==> src/rtl/panel_write_serializer.sv <==
// Panel write serializer: queues multi-panel write requests in a FIFO and
// replays each one as a sequence of single-panel framebuffer writes, lowest
// panel first.
// Ports:
//   clock, reset                   sole clock, synchronous active-high reset
//   ctrl_en/wr/addr/wdat           write request (ctrl_en != 0 requests a push)
//   fb_valid/fb_ready              framebuffer request handshake
//   fb_panel/wr/addr/wdat          current panel write payload
//   overflow, drop_count           sticky drop flag and saturating drop counter
//   overflow_clr                   clears overflow and drop_count
//   fifo_level                     FIFO occupancy (head stays counted until fully serialized)
module panel_write_serializer #(
    parameter int unsigned DEPTH_LOG2 = 4
) (
    input  logic                  clock,
    input  logic                  reset,
    input  logic [5:0]            ctrl_en,
    input  logic [3:0]            ctrl_wr,
    input  logic [15:0]           ctrl_addr,
    input  logic [23:0]           ctrl_wdat,
    output logic                  fb_valid,
    input  logic                  fb_ready,
    output logic [2:0]            fb_panel,
    output logic [3:0]            fb_wr,
    output logic [15:0]           fb_addr,
    output logic [23:0]           fb_wdat,
    output logic                  overflow,
    input  logic                  overflow_clr,
    output logic [15:0]           drop_count,
    output logic [DEPTH_LOG2:0]   fifo_level
);

    localparam int unsigned DEPTH = 1 << DEPTH_LOG2;
    localparam int unsigned LW    = DEPTH_LOG2 + 1;

    typedef struct packed {
        logic [5:0]  en;
        logic [3:0]  wr;
        logic [15:0] addr;
        logic [23:0] wdat;
    } entry_t;

    typedef enum logic {IDLE, SERIAL} state_t;

    state_t                state, state_nxt;
    logic [5:0]            mask, mask_nxt, mask_clr;
    logic [2:0]            panel_nxt;
    logic                  valid_nxt;
    logic                  load, pop, push, drop, full;
    entry_t                ld_entry;
    entry_t                mem [DEPTH];
    logic [DEPTH_LOG2-1:0] wptr, rptr, rptr_inc;

    function automatic logic [2:0] lowest_idx(input logic [5:0] m);
        lowest_idx = 3'd0;
        for (int i = 5; i >= 0; i--) begin
            if (m[i]) lowest_idx = 3'(i);
        end
    endfunction

    // Full is judged on the registered level, so a same-edge pop never frees room.
    assign full     = (fifo_level == LW'(DEPTH));
    assign push     = !reset && (ctrl_en != 6'd0) && !full;
    assign drop     = !reset && (ctrl_en != 6'd0) && full;
    assign rptr_inc = rptr + DEPTH_LOG2'(1);
    assign mask_clr = mask & (mask - 6'd1);

    // Drain FSM next-state and output decode.
    always_comb begin
        state_nxt = state;
        mask_nxt  = mask;
        valid_nxt = fb_valid;
        load      = 1'b0;
        pop       = 1'b0;
        ld_entry  = mem[rptr];
        case (state)
            IDLE: begin
                if (fifo_level != LW'(0)) begin
                    load      = 1'b1;
                    mask_nxt  = ld_entry.en;
                    valid_nxt = 1'b1;
                    state_nxt = SERIAL;
                end
            end
            SERIAL: begin
                if (fb_ready) begin
                    if (mask_clr == 6'd0) begin
                        pop = 1'b1;
                        // Only entries already written behind the head can be chained.
                        if (fifo_level > LW'(1)) begin
                            load     = 1'b1;
                            ld_entry = mem[rptr_inc];
                            mask_nxt = ld_entry.en;
                        end else begin
                            mask_nxt  = 6'd0;
                            valid_nxt = 1'b0;
                            state_nxt = IDLE;
                        end
                    end else begin
                        mask_nxt = mask_clr;
                    end
                end
            end
            default: state_nxt = IDLE;
        endcase
        panel_nxt = lowest_idx(mask_nxt);
    end

    // FSM state register.
    always_ff @(posedge clock) begin
        if (reset) state <= IDLE;
        else       state <= state_nxt;
    end

    // Output payload, remaining mask and FIFO bookkeeping.
    always_ff @(posedge clock) begin
        if (reset) begin
            mask       <= 6'd0;
            fb_valid   <= 1'b0;
            fb_panel   <= 3'd0;
            fb_wr      <= 4'd0;
            fb_addr    <= 16'd0;
            fb_wdat    <= 24'd0;
            wptr       <= '0;
            rptr       <= '0;
            fifo_level <= '0;
        end else begin
            mask     <= mask_nxt;
            fb_valid <= valid_nxt;
            fb_panel <= panel_nxt;
            if (load) begin
                fb_wr   <= ld_entry.wr;
                fb_addr <= ld_entry.addr;
                fb_wdat <= ld_entry.wdat;
            end
            if (push) wptr <= wptr + DEPTH_LOG2'(1);
            if (pop)  rptr <= rptr_inc;
            if (push && !pop)      fifo_level <= fifo_level + LW'(1);
            else if (pop && !push) fifo_level <= fifo_level - LW'(1);
        end
    end

    // FIFO storage; no reset needed since reads are gated by fifo_level.
    always_ff @(posedge clock) begin
        if (push) mem[wptr] <= '{en: ctrl_en, wr: ctrl_wr, addr: ctrl_addr, wdat: ctrl_wdat};
    end

    // Sticky overflow and saturating drop counter; a drop beats a same-edge clear.
    always_ff @(posedge clock) begin
        if (reset) begin
            overflow   <= 1'b0;
            drop_count <= 16'd0;
        end else if (drop) begin
            overflow <= 1'b1;
            if (overflow_clr)                drop_count <= 16'd1;
            else if (drop_count != 16'hFFFF) drop_count <= drop_count + 16'd1;
        end else if (overflow_clr) begin
            overflow   <= 1'b0;
            drop_count <= 16'd0;
        end
    end

endmodule

==> config.mk <==
export PLATFORM = sky130hd
export DESIGN_NAME = panel_write_serializer
export DESIGN_NICKNAME = d
export VERILOG_FILES = /design/src/rtl/panel_write_serializer.sv
export SDC_FILE = /design/constraint.sdc
export NUM_CORES = 1
export LEC_CHECK = 0
export CELL_PAD_IN_SITES_DETAIL_PLACEMENT = 2
export CELL_PAD_IN_SITES_GLOBAL_PLACEMENT = 2
export CORE_UTILIZATION = 52
export DETAILED_ROUTE_END_ITERATION = 8
export HOLD_SLACK_MARGIN = 0.02
export PLACE_DENSITY_LB_ADDON = 0.1
export SLEW_MARGIN = 30
export SYNTH_ARGS = -nofsm -noshare
export SYNTH_HDL_FRONTEND = slang
export SYNTH_SLANG_ARGS = --single-unit
==> constraint.sdc <==
create_clock -name clock -period 10.3 [get_ports clock]
set_input_delay 1.03 -clock clock [delete_from_list [all_inputs] [get_ports clock]]
set_output_delay 1.03 -clock clock [all_outputs]
set_load 0.05 [all_outputs]
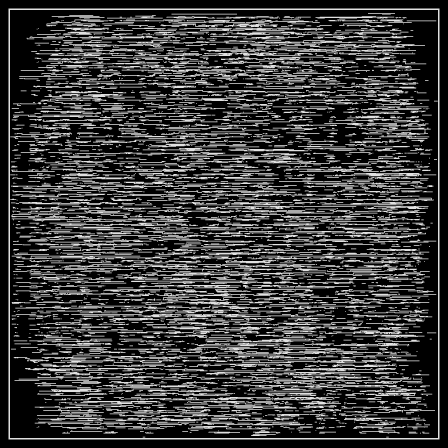
Run 1: met1 routing
longest straight run = 72.2 um
share of all routed wire = 37%
nets with wire on the layer = 2113
main direction = horizontal
via total after detailed routing: 23.2k
Total Routed Length: 128000 um
met1 usage in global routing: 43.3%

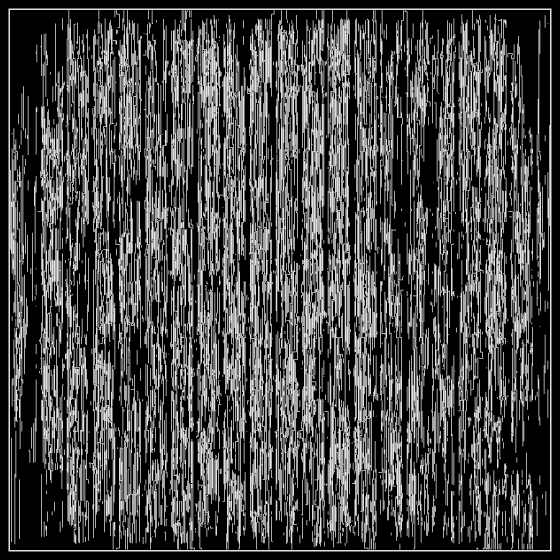
Run 1: signal wires on met2
share of all routed wire = 52%
wire length on this layer = 66.2 mm
main direction = vertical
nets with wire on the layer = 2130
met2 demand-to-capacity share in global routing: 57.1%

==> run notes, run 1 <==
The run finished with clean final reports. The first routing iteration left 2677 violations. For the worst reg-to-reg path, the startpoint reported by OpenROAD is fifo_level[0]$_SDFFE_PP0P_. The total negative slack is 0 ns, and the mean post-synth cell area is 20.0 um^2. Compared with the post-synthesis result, the final layout area differs by 13.5%. The run gives 5.20 ns for the final worst setup slack.

The synthesis report lists the most area-consuming cells as sky130_fd_sc_hd__edfxtp_1 60%, sky130_fd_sc_hd__mux4_2 26%, sky130_fd_sc_hd__dfxtp_1 4.4%, sky130_fd_sc_hd__a211oi_1 1.2%, sky130_fd_sc_hd__mux2i_1 0.99%. Synthesis instantiated 62 different standard cells from the library. The most numerous cell type found on the critical path is sky130_fd_sc_hd__nor3_1. Setup slack on the worst reg-to-reg path comes out at 5.83 ns. The proportion of total power due to net switching works out to 32.3%. The worst setup path is captured at a flip-flop. The portion of netlist area occupied by mux cells came out at 27.5%. The required time at the endpoint of the critical path is 10.58 ns, and the top cell type's share of synthesized area is 59.5%. The slew of the pin with the lowest slew margin came out at 1.02 ns. The arrival time of data at the worst endpoint is listed as 5.38 ns.

Detailed placement reports a standard cell area of 42800 um^2. The power dissipated by switching net loads is 3680 uW. Biggest combinational cell group after synthesis: multiplexers. The worst hold path passes through 2 cells. In the final design database the tool counted 2191 nets.

TritonCTS built the clock tree. Summed over all nets, wire length on met2 after detailed routing comes to 66200 um. The run gives 0 for the remaining routing DRC violations. The logs give 4 for the initial antenna violation count and 2080 for the synthesized net count. The die outline area is 78700 um^2. Traced cell by cell, the critical path runs through clkdlybuf4s50_1 > or4_1 > nor3_1 > nor3_1 > nand2_1 > nor2_4 > buf_4.
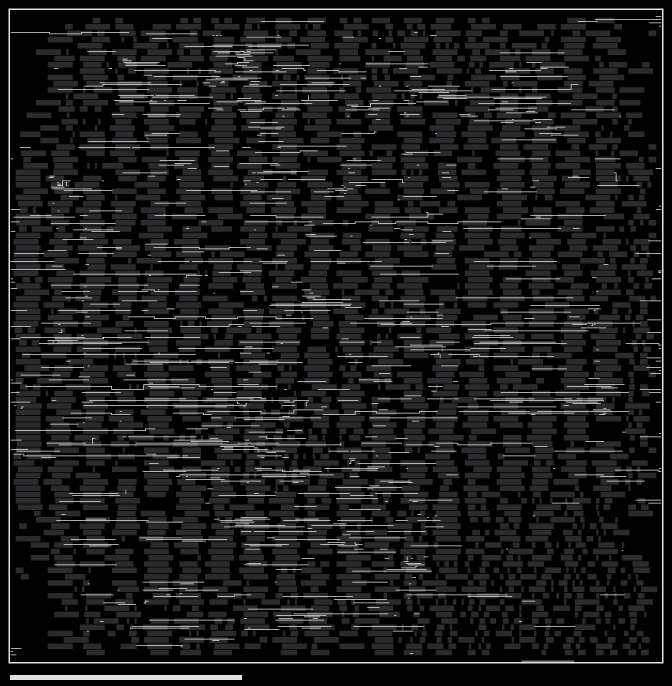
Run 1: met3 routing
Bar = 100 um. Cells faint in the background.
share of all routed wire = 7.6%
nets with wire on the layer = 340
met3 global-route usage: 5.92%

run 1: how the worst max path moves through the flow:
stage	from	end	slack, ns	cells after the start
after floorplan	fifo_level[0]$_SDFFE_PP0P_	mem[3][0]$_DFFE_PP_	4.22	6
after global placement	ctrl_en[2]	mem[11][28]$_DFFE_PP_	5.20	7
after detailed placement	ctrl_en[2]	mem[11][19]$_DFFE_PP_	4.91	7
after CTS	ctrl_en[2]	mem[11][41]$_DFFE_PP_	5.36	7
after global routing	ctrl_en[2]	mem[11][41]$_DFFE_PP_	5.25	7
final	ctrl_en[2]	mem[11][30]$_DFFE_PP_	5.20	7
run 1: final cells by class:
| class | count | area, um^2 | share of cell area (%) |
|---|---|---|---|
| Sequential cell | 889 | 25800 | 56.4 |
| Timing Repair Buffer | 173 | 1730 | 3.78 |
| Tap cell | 1030 | 1290 | 2.81 |
| Multi-Input combinational cell | 958 | 14000 | 30.4 |
| Clock inverter | 46 | 444 | 0.969 |
| Inverter | 11 | 41.3 | 0.0901 |
| Antenna cell | 1 | 2.50 | 0.00546 |
| Clock buffer | 124 | 2540 | 5.54 |
run 1: power groups by stage:
stage	Sequential [uW]	Clock, uW	Combinational [uW]
finish	4380	3420	3590
global route	4400	3560	3770
CTS	4380	3450	3590
detailed placement	4440	0	3510
global placement	4410	0	3360
floorplan	4560	0	2300
run 1: per-stage QoR:
step                      power (uW)  hold WS, ns
final                          11400        0.492
after global routing           11700        0.518
after CTS                      11400        0.496
after detailed placement        7950        0.486
after global placement          7770        0.464
after floorplan                 6870        0.521
run 1: critical path: cells and delay by family:
| kind | cells | cell delay (ns) |
|---|---|---|
| buf+inv | 2 | 1.60 |
| simple gates | 5 | 2.67 |
==> run 1 -> run 2 <==
Settings changed: CORE_UTILIZATION 52 to 44.
Clock period 10.3 ns to 4.62 ns, I/O delays scaled along.
==> run notes, run 2 <==
Launching element of the worst setup path: fifo_level[0]$_SDFFE_PP0P_ (was ctrl_en[2]). The layout overhead on the synthesized area was 15.6% (was 13.5%); the top cell type's share of synthesized area was 59.5% (unchanged). The run finished with clean final reports. The final worst setup slack is 1.20 ns (was 5.20 ns), and the slew of the pin with the lowest slew margin is 1.00 ns (was 1.02 ns). TritonCTS built the clock tree.

The cell count of the worst hold path came out at 2 (unchanged). The critical-path cell with the highest stage delay is sky130_fd_sc_hd__nor2_4 (unchanged). The mean post-synth cell area came out at 20.0 um^2 (unchanged). Dominant delay contributor by cell family on the critical path: simple AND/OR/NAND/NOR gates (unchanged). The required time at the endpoint of the critical path is 4.99 ns (was 10.58 ns), and the post-layout total power is 25400 uW (was 11400 uW). The run gives 0.682 ns (was 4.91 ns) as the post-placement setup slack.

Cells along the critical path: inv_1 > ha_1 > nor4bb_1 > buf_4 > nor3_1 > nand2_1 > nor2_4 > buf_4 (was clkdlybuf4s50_1 > or4_1 > nor3_1 > nor3_1 > nand2_1 > nor2_4 > buf_4). The tools report the clock root buffer master as sky130_fd_sc_hd__clkbuf_16 (unchanged). Critical path's most frequent cell: sky130_fd_sc_hd__buf_4 (was sky130_fd_sc_hd__nor3_1).

The worst path buffer plus inverter count was 3 (was 2); the count of filler cells inserted in the layout was 7628 (was 6068). The remaining routing DRC violations was 0 (unchanged). Top cells by area: sky130_fd_sc_hd__edfxtp_1 60%, sky130_fd_sc_hd__mux4_2 26%, sky130_fd_sc_hd__dfxtp_1 4.4%, sky130_fd_sc_hd__a211oi_1 1.2%, sky130_fd_sc_hd__mux2i_1 0.99% (unchanged). The tools report the number of DRC markers after the initial detailed-route iteration as 1950 (was 2677). The timing-limited maximum frequency was 0.292 GHz. The critical path endpoint is mem[4][6]$_DFFE_PP_ (was mem[11][30]$_DFFE_PP_). The reg2reg setup slack is 1.20 ns (was 5.83 ns).

For the post-layout net count, the log shows 2221 (was 2191). The portion of netlist area occupied by mux cells was 27.5% (unchanged); the first-pass GRT wire length was 177000 um (was 185000 um). The tools report the overflow left after global routing as 0 (unchanged). The tools report the initial antenna violation count as 3 (was 4). The worst-case vdd ir drop came out at 0.000349 V (was 0.000178 V). The run gives 44.6% (was 52.9%) as the starting utilization of the core area. The tools report the final hold slack as 0.220 ns (was 0.492 ns).

Data arrival time of the critical path: 3.79 ns (was 5.38 ns). The run gives 2080 (unchanged) for the synthesized net count. The critical register-to-register path startpoint was fifo_level[0]$_SDFFE_PP0P_ (unchanged). Biggest combinational cell group after synthesis: multiplexers (unchanged). The post-synthesis cell type count is 62 (unchanged). The power dissipated by switching net loads was 8020 uW (was 3680 uW); the proportion of total power due to net switching was 31.6% (was 32.3%).

The diode insertion count for antenna repair is 0 (was 1), and the die outline area is 93000 um^2 (was 78700 um^2).
-- run 2: netlist changes by cell type in the layout (fill, tap and decap cells not counted), moves of 6 or more --
cell / before / now
sky130_fd_sc_hd__buf_12: 2 / 27
sky130_fd_sc_hd__buf_4: 39 / 47
sky130_fd_sc_hd__buf_6: 6 / 0
sky130_fd_sc_hd__clkbuf_1: 24 / 17
sky130_fd_sc_hd__clkbuf_16: 95 / 103
sky130_fd_sc_hd__clkinv_2: 20 / 30
-- run 2: power by group through the flow --
stage	registers (uW)	clock network (uW)	logic (uW)
floorplan	10200	0	5140
global placement	9890	0	7720
detailed placement	9950	0	7870
CTS	9780	7970	7930
global route	9840	8230	8350
finish	9780	7810	7800
-- run 2: kinds of logic (layout without fill, tap and decap cells) --
logic type | after synthesis | after routing
simple gates | 257 | 257
flops | 889 | 889
mux | 517 | 517
xor+xnor | 25 | 25
compound gates | 147 | 147
fa+ha+maj | 12 | 12
buf+inv | 168 | 396
-- run 2: per-stage QoR --
step	util, %	std cells	TNS, ns	instance area [um^2]
6_report	51.6	3419	0	46600
5_1_grt	51.6	3419	0	46600
4_1_cts	51.6	3419	0	46600
3_5_place_dp	48.0	3230	0	43400
3_3_place_gp	48.0	3229	0	43400
2_1_floorplan	-	2015	-44.39	40400
-- run 2: layout make-up --
type / count / area (um^2) / area share [%]
repair buffers: 196 / 2110 / 4.53
well taps: 1176 / 1470 / 3.15
clock inverters: 60 / 457 / 0.979
clock buffers: 129 / 2770 / 5.93
inverters: 11 / 41.3 / 0.0885
flip-flops and latches: 889 / 25800 / 55.4
multi-input cells: 958 / 14000 / 30.0
-- run 2: per-layer routing --
metal	track usage (%)	part of all wire, %	vias up
met4	6.75	2.3	6
met1	35.4	41	12300
li1	-	-	8969
met2	44.1	51	738
met3	4.73	5.7	189
met5	0	0.040	-
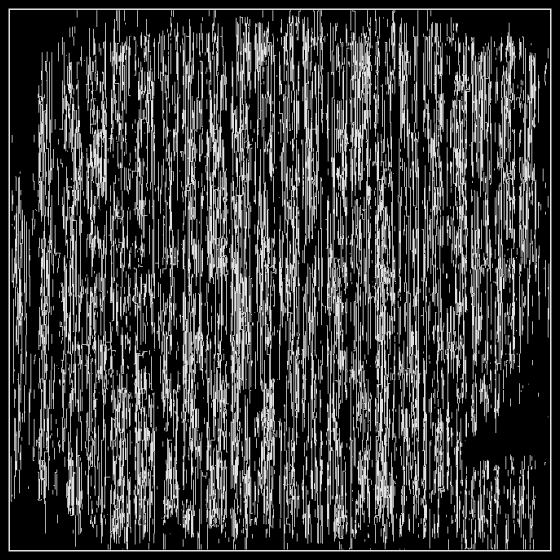
Run 2: signal wires on met2
wire length on this layer = 60.4 mm
share of all routed wire = 51%
main direction = vertical
met2 demand-to-capacity share in global routing: 44.1%
Total Routed Length: 119000 um
via total after detailed routing: 22.2k

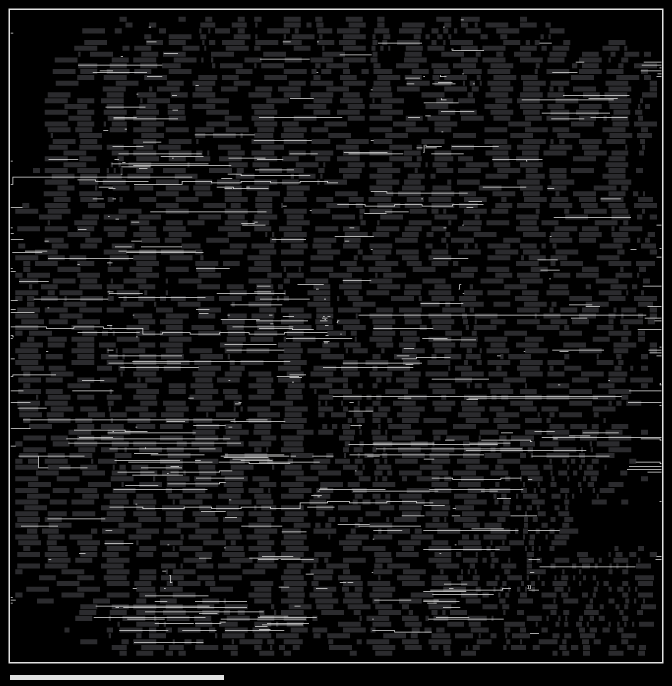
Run 2: met3 routing
Bar = 100 um. Cells faint in the background.
longest straight run = 135 um
share of all routed wire = 5.7%
nets with wire on the layer = 199
met3 global-route usage: 4.73%

==> run 2 -> run 3 <==
Clock period 4.62 ns to 3.1 ns, I/O delays scaled along.
==> run notes, run 3 <==
The run finished with clean final reports. TritonCTS built the clock tree. The remaining routing DRC violations came out at 0 (unchanged). The starting utilization of the core area is 44.6% (unchanged), and the first-pass GRT wire length is 176000 um (was 177000 um). The data arrival time of the critical path was 3.46 ns (was 3.79 ns); the final instance count without filler cells was 3470 (was 3419).

The tools report the initial antenna violation count as 3 (unchanged). The critical path's most frequent cell was sky130_fd_sc_hd__nor2_1 (was sky130_fd_sc_hd__buf_4). The layout overhead on the synthesized area came out at 17.4% (was 15.6%). Area taken by multi-input logic gates: 14000 um^2 (about the same). Top cells by area: sky130_fd_sc_hd__edfxtp_1 60%, sky130_fd_sc_hd__mux4_2 26%, sky130_fd_sc_hd__dfxtp_1 4.4%, sky130_fd_sc_hd__a211oi_1 1.2%, sky130_fd_sc_hd__mux2i_1 0.99% (unchanged). The proportion of total power due to net switching is 31.0% (was 31.6%), and the required time at the endpoint of the critical path is 3.64 ns (was 4.99 ns). With the mean post-synth cell area at 20.0 um^2 (unchanged), the diode insertion count for antenna repair is 0 (unchanged). The run gives 0.000605 V (was 0.000349 V) for the worst-case vdd ir drop. The run gives 14500 uW (was 9780 uW) for the total sequential power. The run gives 35.4% (about the same) as the met1 track demand over resource in global routing.

The logs give 0 (unchanged) for the overflow left after global routing and 3276 (was 3230) for the number of placed instances with taps included. The tools report the sequential cell area as 25800 um^2 (about the same). The run gives 2080 (unchanged) for the synthesized net count. Critical-path cell with the highest stage delay: sky130_fd_sc_hd__buf_4 (was sky130_fd_sc_hd__nor2_4).

The post-layout net count came out at 2273 (was 2221). Cells along the critical path: nor2_1 > o31ai_1 > a211o_4 > buf_4 > nor2_1 > a311oi_1 (was inv_1 > ha_1 > nor4bb_1 > buf_4 > nor3_1 > nand2_1 > nor2_4 > buf_4). The run gives 7629 (was 7628) for the count of filler cells inserted in the layout. The critical register-to-register path startpoint is mask[1]$_SDFF_PP0_ (was fifo_level[0]$_SDFFE_PP0P_). Combinational-cell power consumption: 12000 uW (was 7800 uW). The dominant delay contributor by cell family on the critical path is AND-OR/OR-AND gates (was simple AND/OR/NAND/NOR gates). Launching element of the worst setup path: mask[1]$_SDFF_PP0_ (was fifo_level[0]$_SDFFE_PP0P_).
-- run 3: per-stage QoR --
stage	hold slack [ns]	cell area, um^2	power (uW)	setup TNS [ns]	util (%)
CTS	0.308	47400	38700	0	52.4
finish	0.347	47400	38300	0	52.4
detailed placement	0.477	44100	26800	0	48.7
floorplan	0.379	40500	22800	-8.36	-
global placement	0.466	44100	26400	0	48.7
global route	0.342	47400	39800	0	52.4
-- run 3: what timing repair did --
action | 4_1_cts | 5_1_grt
buffers inserted | 0 | 6
resized | 0 | 1
hold buffers | 1 | 0
hold endpoints to repair | 2 | 0
endpoints found under the setup margin | 0 | 3
-- run 3: final timing paths --
path,end,slack [ns],cells past startpoint
hold reg to reg,overflow$_SDFFE_PP0P_,0.47,2
setup / recovery,fb_wdat[20]$_SDFFE_PP0P_,0.18,6
setup reg to reg,fb_wdat[20]$_SDFFE_PP0P_,0.18,6
hold / removal,drop_count[8]$_SDFFE_PP0P_,0.35,2
-- run 3: per-layer routing --
metal | vias up | part of all wire (%)
met3 | 187 | 5.8
li1 | 9057 | -
met1 | 12200 | 41
met2 | 822 | 51
met5 | - | 0.021
met4 | 4 | 2.5
-- run 3: cell families (layout without fill, tap and decap cells) --
family	count (synthesis)	count (layout)	synth area share (%)
AND-OR/OR-AND	147	147	2.81
buffers and inverters	168	447	1.92
AND/OR/NAND/NOR	257	257	2.95
adder cells (fa/ha/maj)	12	12	0.366
multiplexers	517	517	27.5
flip-flops	889	889	63.9
XOR/XNOR	25	25	0.561
-- run 3: final cells by class --
cell class | instances | share of cell area (%)
Clock buffer | 120 | 5.57
Clock inverter | 67 | 1.33
Inverter | 11 | 0.0871
Multi-Input combinational cell | 958 | 29.6
Sequential cell | 889 | 54.5
Tap cell | 1176 | 3.10
Timing Repair Buffer | 249 | 5.86
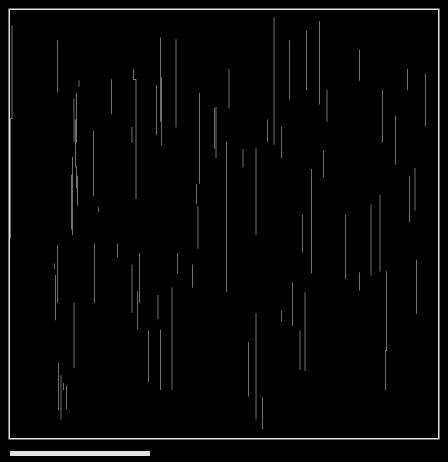
Run 3: signal wires on met4
Bar = 100 um.
longest straight run = 107 um
share of all routed wire = 2.5%
nets with wire on the layer = 40
wire length on this layer = 2910 um
Total Routed Length: 118000 um
via total after detailed routing: 22.3k

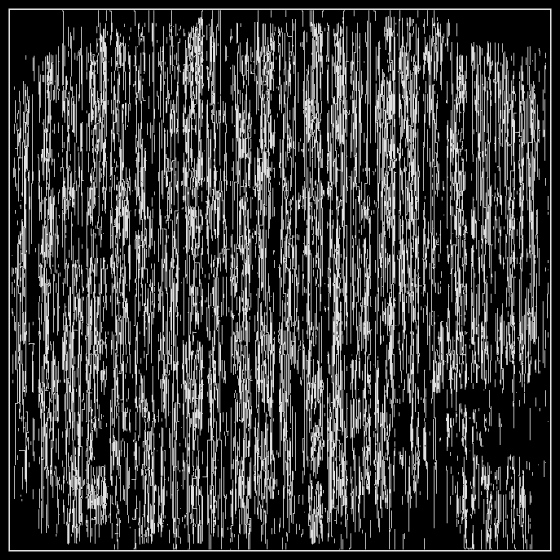
Run 3: signal wires on met2
main direction = vertical
nets with wire on the layer = 2187
longest straight run = 98.3 um
wire length on this layer = 60.4 mm
share of all routed wire = 51%
met2 demand-to-capacity share in global routing: 44.3%


==> gallery <==
Congestion heat map.
Plate I
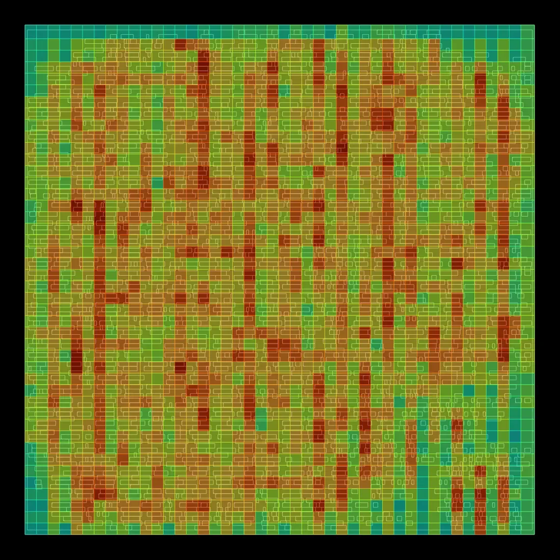
Plate II
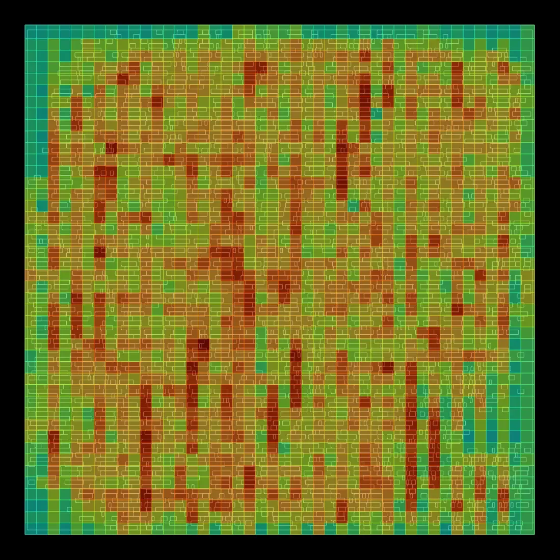
Plate III
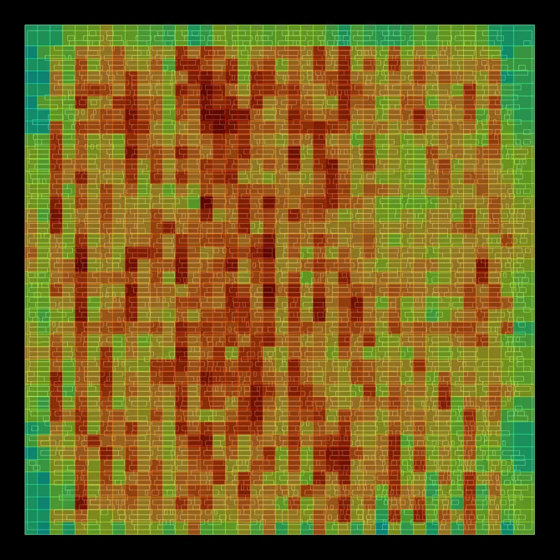
Plate III -> run 1
Plate II -> run 2
Plate I -> run 3

Power and IR drop assume default switching activity.
